$ cat config.mk
export PLATFORM = sky130hd
export DESIGN_NAME = rgb_rainbow_sequencer_flat
export DESIGN_NICKNAME = d
export VERILOG_FILES = /design/src/rtl/rgb_rainbow_sequencer_pkg.sv /design/src/rtl/rgb_rainbow_sequencer_if.sv /design/src/rtl/rgb_rainbow_sequencer_stt_edge_detect.sv /design/src/rtl/rgb_rainbow_sequencer.sv /design/src/flat_wrapper.sv
export SDC_FILE = /design/constraint.sdc
export NUM_CORES = 1
export LEC_CHECK = 0
export ABC_AREA = 1
export CAP_MARGIN = 15
export CORE_AREA = 2 2 48 50
export CTS_BUF_LIST = sky130_fd_sc_hd__clkbuf_8
export CTS_CLUSTER_DIAMETER = 60
export DETAILED_ROUTE_END_ITERATION = 16
export DIE_AREA = 0 0 50 52
export HOLD_SLACK_MARGIN = 0.08
export PLACE_DENSITY = 0.8
export REMOVE_ABC_BUFFERS = 1
export SLEW_MARGIN = 10
export SYNTH_ARGS = -nofsm -noshare
export SYNTH_HDL_FRONTEND = slang
export SYNTH_HIERARCHICAL = 1
export SYNTH_SLANG_ARGS = --single-unit
$ cat constraint.sdc
create_clock -name CLK -period 3.43 [get_ports CLK]
set_input_delay 0.5145 -clock CLK [delete_from_list [all_inputs] [get_ports CLK]]
set_output_delay 0.5145 -clock CLK [all_outputs]
set_load 0.005 [all_outputs]
$ cat src/rtl/rgb_rainbow_sequencer_pkg.sv
// rgb_rainbow_sequencer_pkg: phase encodings, channel indices and the phase-to-channel table
package rgb_rainbow_sequencer_pkg;
   localparam logic [2:0] PH_R = 3'd0, PH_RG = 3'd1, PH_G = 3'd2, PH_GB = 3'd3, PH_B = 3'd4, PH_BR = 3'd5;
   localparam int NUM_PHASES = 6;
   localparam int CH_R = 0, CH_G = 1, CH_B = 2;
   typedef struct packed {
      logic [2:0] mask;
      logic [1:0] lead;
   } phase_cfg_t;
   function automatic phase_cfg_t phase_cfg(input logic [2:0] ph);
      case (ph)
         PH_R:    return '{mask: 3'b001, lead: 2'(CH_R)};
         PH_RG:   return '{mask: 3'b011, lead: 2'(CH_R)};
         PH_G:    return '{mask: 3'b010, lead: 2'(CH_G)};
         PH_GB:   return '{mask: 3'b110, lead: 2'(CH_G)};
         PH_B:    return '{mask: 3'b100, lead: 2'(CH_B)};
         PH_BR:   return '{mask: 3'b101, lead: 2'(CH_B)};
         default: return '{mask: 3'b000, lead: 2'(CH_R)};
      endcase
   endfunction
endpackage

$ cat src/rtl/rgb_rainbow_sequencer_if.sv
// rgb_rainbow_sequencer_if: generator-facing and LED-facing signals of the rainbow sequencer
interface rgb_rainbow_sequencer_if;
   logic       ENABLE;
   logic [2:0] STT;
   logic [2:0] PWM_IN;
   logic [2:0] FLAG;
   logic [2:0] LED;
   logic [2:0] PHASE;
   logic       PHASE_STB;
   modport master (output ENABLE, STT, PWM_IN, input FLAG, LED, PHASE, PHASE_STB);
   modport slave (input ENABLE, STT, PWM_IN, output FLAG, LED, PHASE, PHASE_STB);
endinterface

$ cat src/rtl/rgb_rainbow_sequencer_stt_edge_detect.sv
// rgb_rainbow_sequencer_stt_edge_detect: STT history with reset-to-ones so a level held through reset is not an edge
module rgb_rainbow_sequencer_stt_edge_detect (
   input  logic       clk,
   input  logic       rst,
   input  logic [2:0] stt_i,
   output logic [2:0] rise_o
);
   logic [2:0] stt_q;
   always_ff @(posedge clk) stt_q <= rst ? 3'b111 : stt_i;
   assign rise_o = stt_i & ~stt_q;
endmodule

$ cat src/rtl/rgb_rainbow_sequencer.sv
// rgb_rainbow_sequencer: steps a 6-phase rainbow on lead-channel ramp ends and gates PWM onto the LEDs
module rgb_rainbow_sequencer
   import rgb_rainbow_sequencer_pkg::*;
#(
   parameter int   RAMPS_PER_PHASE = 2,
   parameter logic OFF_LEVEL       = 1'b1,
   parameter int   CNT_W           = 8
) (
   input logic                   CLK,
   input logic                   RST,
   rgb_rainbow_sequencer_if.slave bus
);
   logic [2:0]       rise, phase_q, phase_d, flag_q, flag_d, led_q, led_d;
   logic [CNT_W-1:0] count_q, count_d;
   logic             stb_q, stb_d, bad, hit, adv;
   phase_cfg_t       cfg, cfg_d;
   rgb_rainbow_sequencer_stt_edge_detect u_edge (
      .clk   (CLK),
      .rst   (RST),
      .stt_i (bus.STT),
      .rise_o(rise)
   );
   always_ff @(posedge CLK) begin
      if (RST) begin
         phase_q <= PH_R;
         count_q <= '0;
         stb_q   <= 1'b0;
         flag_q  <= 3'b000;
         led_q   <= {3{OFF_LEVEL}};
      end else begin
         phase_q <= phase_d;
         count_q <= count_d;
         stb_q   <= stb_d;
         flag_q  <= flag_d;
         led_q   <= led_d;
      end
   end
   // Encodings 6/7 fall back to phase 0 without a strobe.
   always_comb begin
      cfg     = phase_cfg(phase_q);
      bad     = phase_q >= 3'(NUM_PHASES);
      hit     = bus.ENABLE & rise[cfg.lead];
      adv     = hit & (count_q == CNT_W'(RAMPS_PER_PHASE - 1));
      phase_d = bad ? PH_R : adv ? (phase_q == PH_BR ? PH_R : phase_q + 3'd1) : phase_q;
      count_d = (bad | adv) ? '0 : hit ? count_q + CNT_W'(1) : count_q;
      stb_d   = adv & ~bad;
   end
   always_comb begin
      cfg_d  = phase_cfg(phase_d);
      flag_d = ~cfg_d.mask;
      led_d  = bus.ENABLE ? ((bus.PWM_IN & cfg.mask) | ({3{OFF_LEVEL}} & ~cfg.mask)) : {3{OFF_LEVEL}};
   end
   assign bus.PHASE     = phase_q;
   assign bus.PHASE_STB = stb_q;
   assign bus.FLAG      = flag_q;
   assign bus.LED       = led_q;
endmodule

$ cat src/flat_wrapper.sv
// flat-port wrapper written by rule: the top's interface ports become plain ports
module rgb_rainbow_sequencer_flat import rgb_rainbow_sequencer_pkg::*;
#(
   parameter int   RAMPS_PER_PHASE = 2,
   parameter logic OFF_LEVEL       = 1'b1,
   parameter int   CNT_W           = 8
)
  (CLK, RST, bus_ENABLE, bus_STT, bus_PWM_IN, bus_FLAG, bus_LED, bus_PHASE, bus_PHASE_STB);
  rgb_rainbow_sequencer_if bus_i ();
  input logic CLK;
  input logic RST;
  input wire logic [$bits(bus_i.ENABLE)-1:0] bus_ENABLE;
  input wire logic [$bits(bus_i.STT)-1:0] bus_STT;
  input wire logic [$bits(bus_i.PWM_IN)-1:0] bus_PWM_IN;
  output wire logic [$bits(bus_i.FLAG)-1:0] bus_FLAG;
  output wire logic [$bits(bus_i.LED)-1:0] bus_LED;
  output wire logic [$bits(bus_i.PHASE)-1:0] bus_PHASE;
  output wire logic [$bits(bus_i.PHASE_STB)-1:0] bus_PHASE_STB;
  assign bus_i.ENABLE = bus_ENABLE;
  assign bus_i.STT = bus_STT;
  assign bus_i.PWM_IN = bus_PWM_IN;
  assign bus_FLAG = bus_i.FLAG;
  assign bus_LED = bus_i.LED;
  assign bus_PHASE = bus_i.PHASE;
  assign bus_PHASE_STB = bus_i.PHASE_STB;
  rgb_rainbow_sequencer #(.RAMPS_PER_PHASE(RAMPS_PER_PHASE), .OFF_LEVEL(OFF_LEVEL), .CNT_W(CNT_W)) u_core (.CLK(CLK), .RST(RST), .bus(bus_i));
endmodule
==> reports/results.tsv, run 1 <==
metric	value	unit
PwrDens	329.0	nW/um^2
drt wl/cell	11.28	microns
# IOs	19	
post-CTS setup buffers	0	
H-tree levels	1	
crit share post-route	0.5725	
MUX share of area	0	
clock transition at the registers of the reported paths	70	ps
crit path DAT	1450	ps
vias per cell	5.020	
slowest stage delay, CP	600	ps
final setup fails	0	
GRT Util Overall	0.1983	
maximum vdd ir drop	0.2524	mV
Yosys cell types	25	
Crit path max-delay family	buffers and inverters	
Fmax achieved	0.5093	GHz
yosys stat cell total	149	
yosys simple share	0.3828	
Syn Inst Count	149	
fraction of layout cells with a size suffix above 1	0.1471	
synthesized area	1079	sq um
register area share after synthesis	0.3898	
Crit path buffers/inverters	1	
CTS Hold Bufs	0	
status	finished, final reports clean	
ao+oa area frac	0.09049	
Detailed Routing Iterations Pass 1	4	
vias in the first global route	972	
# fillers	199	
Max Cap Viol	0	
first-pass GRT wire length	3988	microns
Insertion Delay late pin	250	ps
die area	2600	sq um
DRC Markers	0	
number of antenna violations at the first check in global routing	0	
count of tool warnings	26	
port buffer count	18	
Detail Placement HPWL	1621	microns
HP Class	reg2reg	
comb area leader	simple AND/OR/NAND/NOR gates	
Rel. slew slack	0.7086	
# rows	17	
Post-Layout Cell Count	198	
Avg Cell Area, Syn	7.238	sq um
Top cells excl fill/tap	40 x nand2_1, 21 x inv_1, 21 x dfxtp_1	
RSZ-0062 raised after global routing	false	
xor/xnor cell area share of the yosys netlist	0	
die y size	52	microns
pin count of the biggest net entering global routing	12	
clk_skew	2.929	ps
Final Hold Viols	0	
CTS tree	yes	
CTS max path bufs	2	
CTS Buf Count	3	
pins over their slew limit	0	
Pleak	0.5735	nW
GRT overflow	0	
most crowded layer after global routing	met2	
GPL Wtd Cong	0.8048	
post-route setup TNS	0	ps
YS warnings	6	
CTS root buf	clkbuf_8	
Layout area overhead	23.09	%
# clock sinks	21	
ys flops	21	
worst slew pin tran	436.5	ps
r2r setup slk	1700	ps
Die W	50	microns
Cell Chain, Critical Path	clkdlybuf4s50_1	
Adder Area Share	0.03480	
post_cts resized	0	
dpl cells	194	
Worst setup SP type	flop	
Commonest Layout Cell	nand2_1	
Setup CP Type	reg2out	
Ant. Diodes	0	
Tmin final	1964	ps
DRT iter0 DRCs	17	
post-synth area from yosys stat	1079	sq um
slowest CP cell	clkdlybuf4s50_1	
nets@finish	183	
Worst setup EP type	output port	
CP Max Fanout	9	
Worst EP required	2920	ps
met3 Usage GRT	0.03736	
ANT nets after route	0	
run 1: power by group:
part           switching [mW]  internal, mW
combinational          0.0172        0.0174
clock                  0.0729        0.0795
sequential            0.00185         0.248
run 1: state kept, by name, summed over array words and instances (netlist names):
name,cells
u_core/bus.PHASE,3
u_core/bus.PHASE_STB,1
u_core/bus.FLAG,3
u_core/count_q,8
u_core/u_edge/stt_q,3
u_core/bus.LED,3
run 1: tightest hold or removal path, stage by stage, from the launching register on:
cell and delay (ps):
dfxtp_1 330, inv_1 50, a21oi_1 60
run 1: cell usage after synthesis:
library cell   n  area [sq um]
nand2_1       40         150.1
dfxtp_1       21         420.4
inv_1         20         75.07
a21oi_1        9         45.04
nand3_1        9         45.04
nor2_1         9         33.78
nand2_2        5         31.28
nand4_1        5         31.28
nor2_2         5         31.28
ha_1           3         37.54
inv_2          3         11.26
inv_4          2         12.51
nand2_4        2         22.52
nand3_2        2         20.02
o21ai_0        2         10.01
o21ai_1        2         10.01
or2_1          2         12.51
a21oi_2        1         8.760
buf_6          1         11.26
nand3_4        1         17.52
nor2_4         1         11.26
nor4_1         1         6.260
o211ai_1       1         7.510
o21a_1         1         7.510
o31a_1         1         8.760
run 1: metal layers:
metal	up-vias	share of wire	routed length, microns
met2	19	0.50	1127
met5	-	0	0
met3	4	0.030	67
met4	0	0.011	24
met1	460	0.45	1014
li1	511	-	-
run 1: kinds of logic (layout without fill, tap and decap cells):
logic type,count (synthesis),in the layout
compound gates,17,17
fa+ha+maj,3,3
buf+inv,26,47
flops,21,21
simple gates,82,82
run 1: per-stage QoR:
stage	power, mW	area, sq um	setup WS (ps)	hold slack (ps)
floorplan	0.2724	1067	1973	437.3
global placement	0.2890	1282	1441	450.6
detailed placement	0.2898	1282	1387	477.5
CTS	0.4441	1328	1457	488.7
global route	0.4572	1328	1427	530.3
finish	0.4367	1328	1466	481.9
run 1: final cells by class:
type / count / area (sq um) / share of cell area
multi-input combinational: 102 / 548.0 / 0.4128
sequential: 21 / 420.4 / 0.3167
timing repair buffer: 18 / 180.2 / 0.1357
inverter: 25 / 98.84 / 0.07446
clock buffer: 3 / 41.29 / 0.03110
tap: 28 / 35.03 / 0.02639
clock inverter: 1 / 3.754 / 0.002828
run 1: final timing paths:
check,from,endpoint,cells past startpoint
max,u_core/bus.PHASE[1],bus_PHASE[1],1
min,u_core/count_q[4],u_core/count_q[4],2
max reg2reg,u_core/bus.PHASE[1],u_core/bus.FLAG[0],12
min reg2reg,u_core/count_q[4],u_core/count_q[4],2
run_1/met2.png
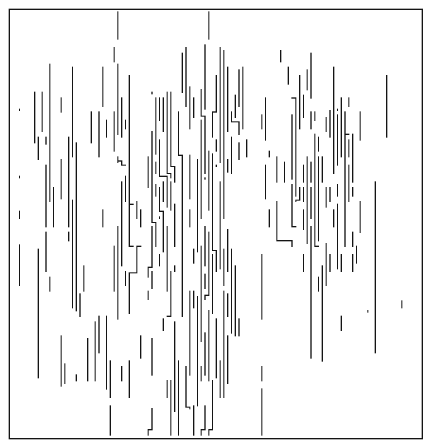
The wires run mostly vertical. 153 nets have wire on it.
vias: 994
final WL: 2233 microns
M2 GR Usage: 0.3487

run_1/met1.png
Cells faint in the background.
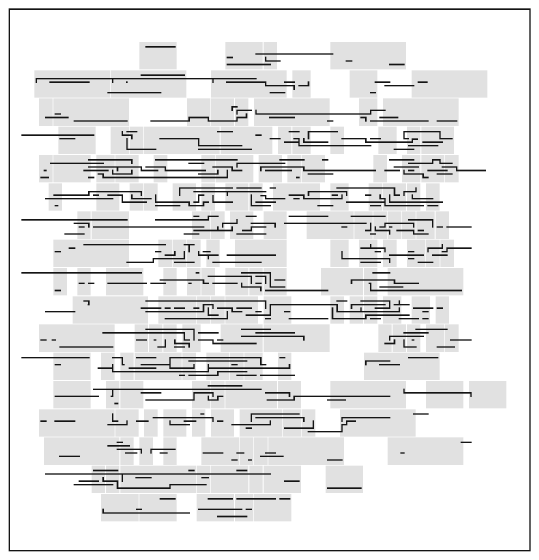
The longest straight run is 21.6 microns. The layer holds 45% of the routed length. 166 nets have wire on it. The layer carries 1010 microns of wire.
met1 usage: 0.2334

run_1/density.png
Bar = 20 microns. The die is cut into 10 by 10 equal tiles; dark blue is low, red is high, 0 to 100% covered.
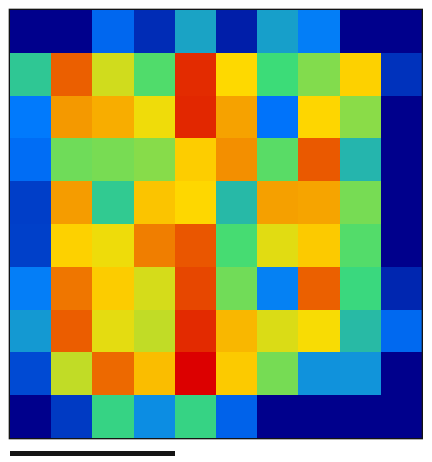
The densest ninth of the die: centre. The fullest tile reaches 100%. 32% of the tiles are over 75% full. 14% of the tiles are nearly empty.
initial core utilization: 0.5122
end-of-flow core utilization: 0.6304
Core Region: 2106 sq um

run_1/drive_strength.png
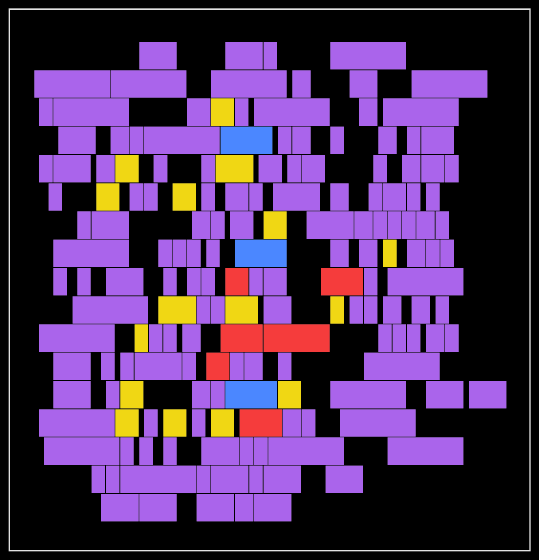
Key: red = drive 3 to 4 [cells 6, share 3.5%]; purple = drive 1 or less [cells 145, share 85%]; blue = drive 6 and up [cells 3, share 1.8%]; yellow = drive 2 [cells 16, share 9.4%]
Final Cell Area: 1328 sq um
min setup slack post-route: 1466 ps

## Run 2: what changed since run 1
- CORE_AREA: 2 2 48 50 -> 2 2 51 53
- DIE_AREA: 0 0 50 52 -> 0 0 53 55
- PLACE_DENSITY: 0.8 -> 0.75
- clock period: 3.43 -> 1.6 ns (I/O delays scaled with it)
run_2/met2.png
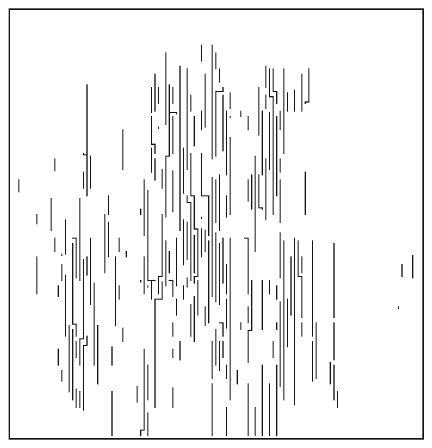
140 nets have wire on it. The longest straight run is 21.4 microns.
vias: 962
final WL: 2201 microns
M2 GR Usage: 0.2833

run_2/met1.png
Cells faint in the background.
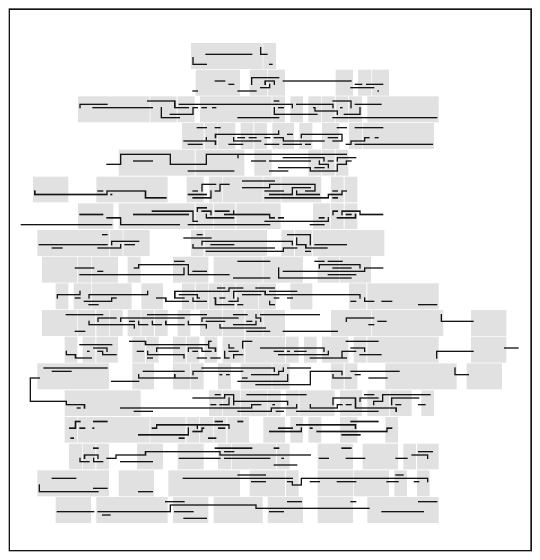
met1 usage: 0.2329

==> reports/results.tsv, run 2 <==
metric	value	unit	change
Core Region	2365	sq um	was 2106 sq um
status	finished, final reports clean		unchanged
Tmin final	1491	ps	
CP Max Fanout	6		was 9
GRT Util Overall	0.1804		was 0.1983
vias in the first global route	898		was 972
worst slew pin tran	261.0	ps	was 436.5 ps
Worst EP required	1360	ps	was 2920 ps
Rel. slew slack	0.8256		was 0.7086
Max Cap Viol	0		unchanged
die area	2915	sq um	was 2600 sq um
Setup CP Type	reg2out		unchanged
GRT overflow	0		unchanged
# rows	18		was 17
clock network fraction of design power	0.358		was 0.349
Logic area	568.0	sq um	was 548.0 sq um
CTS Hold Bufs	0		unchanged
most frequent cell after synthesis	nand2_1		unchanged
ys flops	21		unchanged
dominant register cell	dfxtp_1		unchanged
HP Class	reg2reg		unchanged
Syn Inst Count	149		unchanged
Layout area overhead	29.00	%	was 23.09%
clk_skew	7.028	ps	was 2.929 ps
die y size	55	microns	was 52 microns
GPL Wtd Cong	0.8697		was 0.8048
CTS Buf Count	3		unchanged
Die W	53	microns	was 50 microns
CTS tree	yes		unchanged
FF+latch area	424.2	sq um	was 420.4 sq um
maximum vdd ir drop	0.6193	mV	was 0.2524 mV
# IOs	19		unchanged
first-pass GRT wire length	3801	microns	was 3988 microns
crit path DAT	1250	ps	was 1450 ps
fraction of registers with async set/reset	0		unchanged
Ant. Diodes	0		unchanged
ANT nets after route	0		unchanged
clock transition at the registers of the reported paths	80	ps	was 70 ps
Worst setup EP type	output port		unchanged
PwrDens	686.6	nW/um^2	was 329.0 nW/um^2
pins over their slew limit	0		unchanged
Commonest Layout Cell	nand2_1		unchanged
H-tree levels	1		unchanged
Insertion Delay late pin	260	ps	was 250 ps
synthesized area	1079	sq um	unchanged
vias per cell	4.693		was 5.020
DRT iter0 DRCs	11		was 17
Pleak	0.6095	nW	was 0.5735 nW
number of flip-flops in the largest register	8		unchanged
nets@finish	188		was 183
Reg2Reg Depth	11		was 12
top area contributor share	0.3898		unchanged
number of antenna violations at the first check in global routing	0		unchanged
Fmax achieved	0.6706	GHz	
Cell area leaders	dfxtp_1 39%, nand2_1 14%, inv_1 7.0%		unchanged
# clock sinks	21		unchanged
most frequent cells after synthesis	40 x nand2_1, 21 x dfxtp_1, 20 x inv_1		unchanged
Final Hold Viols	0		unchanged
sequential share of power	0.561		was 0.572
Final Cell Area	1391	sq um	was 1328 sq um
drt wl/cell	10.74	microns	was 11.28 microns
crit share post-route	0.9320		
post-synth area from yosys stat	1079	sq um	unchanged
Pint	0.7420	mW	was 0.3448 mW
Net Sw Frac	0.2233		was 0.2106
Post-synth EDFFs	0		unchanged
Total Power	0.9553	mW	was 0.4367 mW
# fillers	230		was 199
worst hold stages	2		unchanged
register area share after synthesis	0.3898		unchanged
post-CTS setup buffers	0		unchanged
Detail Placement HPWL	1672	microns	was 1621 microns
CTS max path bufs	2		unchanged
largest reg by FF count	u_core/count_q		unchanged
YS warnings	6		unchanged
count of tool warnings	26		unchanged
Avg Cell Area, Syn	7.238	sq um	unchanged
CTS root buf	clkbuf_8		unchanged
Yosys cell types	25		unchanged
largest area contributor in the netlist	dfxtp_1		unchanged
pin count of the biggest net entering global routing	12		unchanged
port buffer count	18		unchanged
combinational share of power	0.082		was 0.079
Top cells excl fill/tap	39 x nand2_1, 21 x inv_1, 18 x clkdlybuf4s50_1, 18 x dfxtp_1		was 40 x nand2_1, 21 x inv_1, 21 x dfxtp_1
fraction of layout cells with a size suffix above 1	0.2000		was 0.1471
-- run 2: cell types whose count changed in the layout (fill, tap and decap cells not counted), sizes merged --
cell  change
buf       +5
-- run 2: per-layer routing --
metal | routed length (microns) | share of wire | track usage | vias up
li1 | - | - | - | 522
met1 | 1020 | 0.46 | 0.2329 | 409
met2 | 1028 | 0.47 | 0.2833 | 24
met3 | 94 | 0.043 | 0.04032 | 7
met4 | 57 | 0.026 | 0.09402 | 0
met5 | 0 | 0 | 0 | -
-- run 2: cells by family (layout without fill, tap and decap cells) --
logic type,Yosys count,in the layout,synth area share
compound gates,17,17,0.09049
fa+ha+maj,3,3,0.03481
buf+inv,26,52,0.1021
flops,21,21,0.3898
simple gates,82,82,0.3828
-- run 2: final cells by class --
| class | count | area share |
|---|---|---|
| flip-flops and latches | 21 | 0.3049 |
| clock buffers | 3 | 0.02968 |
| repair buffers | 23 | 0.1565 |
| inverters | 25 | 0.07104 |
| multi-input cells | 102 | 0.4083 |
| clock inverters | 1 | 0.002698 |
| well taps | 30 | 0.02698 |
-- run 2: stage by stage --
stage          std cells    util  worst slack, ps  hold slack (ps)
5_1_grt              205  0.5884           -8.017            501.4
3_5_place_dp         201  0.5593           -146.2            465.6
6_report             205  0.5884            108.7            473.9
4_1_cts              205  0.5783            55.88            477.0
3_3_place_gp         201  0.5593           -104.1            455.2
2_1_floorplan        148       -            143.3            312.4
-- run 2: power groups by stage --
stage / combinational (mW) / clock [mW] / sequential [mW]
global placement: 0.0747 / 0 / 0.547
CTS: 0.0766 / 0.351 / 0.535
global route: 0.0875 / 0.364 / 0.536
finish: 0.0779 / 0.342 / 0.536
floorplan: 0.0365 / 0 / 0.548
detailed placement: 0.0761 / 0 / 0.548
-- run 2: path summary, 6_finish.rpt --
| check | end | startpoint |
|---|---|---|
| min reg2reg | u_core/count_q[4] | u_core/count_q[4] |
| min | u_core/count_q[4] | u_core/count_q[4] |
| max | bus_PHASE[2] | u_core/bus.PHASE[2] |
| max reg2reg | u_core/bus.FLAG[2] | u_core/count_q[1] |
-- run 2: worst max-delay path: stages, from the launching register on --
cell	delay [ps]
dfxtp_1	350
buf_4	150
clkdlybuf4s50_1	500
## Run 3: what changed since run 2
- SKIP_CTS_REPAIR_TIMING: unset -> 1
run_3/met2.png
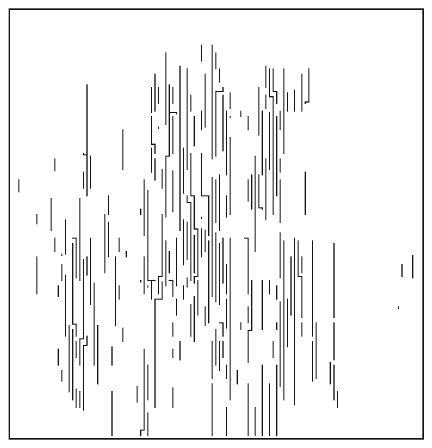
The wires run mostly vertical. The layer holds 47% of the routed length.

==> reports/results.tsv, run 3 <==
metric	value	unit	change
comb area leader	simple AND/OR/NAND/NOR gates		unchanged
maximum vdd ir drop	0.6193	mV	unchanged
Ant. Diodes	0		unchanged
port buffer count	18		unchanged
CTS Buf Count	3		unchanged
yosys simple share	0.3828		unchanged
xor/xnor cell area share of the yosys netlist	0		unchanged
status	finished, final reports clean		unchanged
first-pass GRT wire length	3801	microns	unchanged
met3 wire length	94	microns	unchanged
Worst setup SP type	flop		unchanged
hold_sp	u_core/count_q[4]		unchanged
Max Cap Viol	0		unchanged
vias in the first global route	898		unchanged
H-tree levels	1		unchanged
top area contributor share	0.3898		unchanged
sequential share of power	0.561		about the same
clk_skew	7.028	ps	unchanged
RR Startpoint	u_core/count_q[1]		unchanged
DRC Markers	0		unchanged
count of tool warnings	26		unchanged
Hold Worst Slack	473.9	ps	unchanged
final setup fails	0		unchanged
Worst setup EP type	output port		unchanged
Cell area leaders	dfxtp_1 39%, nand2_1 14%, inv_1 7.0%		unchanged
Layout area overhead	29.00	%	unchanged
drt wl/cell	10.74	microns	unchanged
Final Cell Area	1391	sq um	unchanged
met2 routed WL	1028	microns	unchanged
combinational share of power	0.082		about the same
Final Hold Viols	0		unchanged
Syn Inst Count	149		unchanged
dpl cell area	1323	sq um	unchanged
post-synth area from yosys stat	1079	sq um	unchanged
Post-synth EDFFs	0		unchanged
fraction of layout cells with a size suffix above 1	0.2000		unchanged
Die W	53	microns	unchanged
CTS tree	yes		unchanged
yosys stat cell total	149		unchanged
run_3/density.png
Bar = 20 microns. The die is cut into 11 by 11 equal tiles; dark blue is low, red is high, 0 to 100% covered.
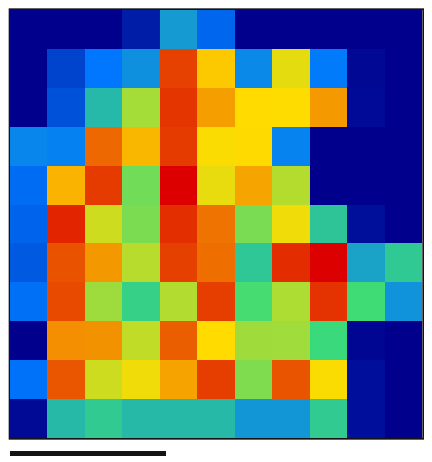
Core Region: 2365 sq um
end-of-flow core utilization: 0.5884

-- run 3: cell counts after synthesis --
Identical to the previous run, type by type.
-- run 3: logic make-up (layout without fill, tap and decap cells) --
group                      count (synthesis)  count (layout)
adders and majority gates                  3               3
AOI/OAI and AO/OA                         17              17
and+or+nand+nor                           82              82
DFF                                       21              21
buffers and inverters                     26              52
-- run 3: worst paths after layout --
path	end	slack, ps	depth (start not counted)
worst max register to register	u_core/bus.FLAG[2]	150	11
worst min register to register	u_core/count_q[4]	470	2
worst min-delay path	u_core/count_q[4]	470	2
worst max-delay path	bus_PHASE[2]	110	2
-- run 3: final cells by class --
| class | count | share of cell area |
|---|---|---|
| multi-input cells | 102 | 0.4083 |
| repair buffers | 23 | 0.1565 |
| flip-flops and latches | 21 | 0.3049 |
| inverters | 25 | 0.07104 |
| clock inverters | 1 | 0.002698 |
| well taps | 30 | 0.02698 |
| clock buffers | 3 | 0.02968 |
-- run 3: critical path, stage by stage (launching register included) --
cell             delay, ps
dfxtp_1                350
buf_4                  150
clkdlybuf4s50_1        500
-- run 3: metrics by stage --
step / utilization / worst slack, ps / instances / setup TNS (ps)
after global placement: 0.5593 / -104.1 / 201 / -591.6
after detailed placement: 0.5593 / -146.2 / 201 / -845.9
after floorplan: - / 143.3 / 148 / 0
after global routing: 0.5884 / -8.017 / 205 / -8.017
final: 0.5884 / 108.7 / 205 / 0
after CTS: 0.5783 / 55.88 / 205 / 0
-- run 3: per-layer routing --
metal  up-vias  GRT usage
li1        522          -
met1       409     0.2329
met2        24     0.2833
met3         7    0.04032
met4         0    0.09402
met5         -          0
-- run 3: power by group through the flow --
stage / sequential (mW) / clock (mW) / combinational (mW)
after floorplan: 0.548 / 0 / 0.0365
after global placement: 0.547 / 0 / 0.0747
after detailed placement: 0.548 / 0 / 0.0761
after CTS: 0.535 / 0.351 / 0.0766
after global routing: 0.536 / 0.364 / 0.0875
final: 0.536 / 0.342 / 0.0779
No activity file was given, so power comes from the tool's default toggle rates.
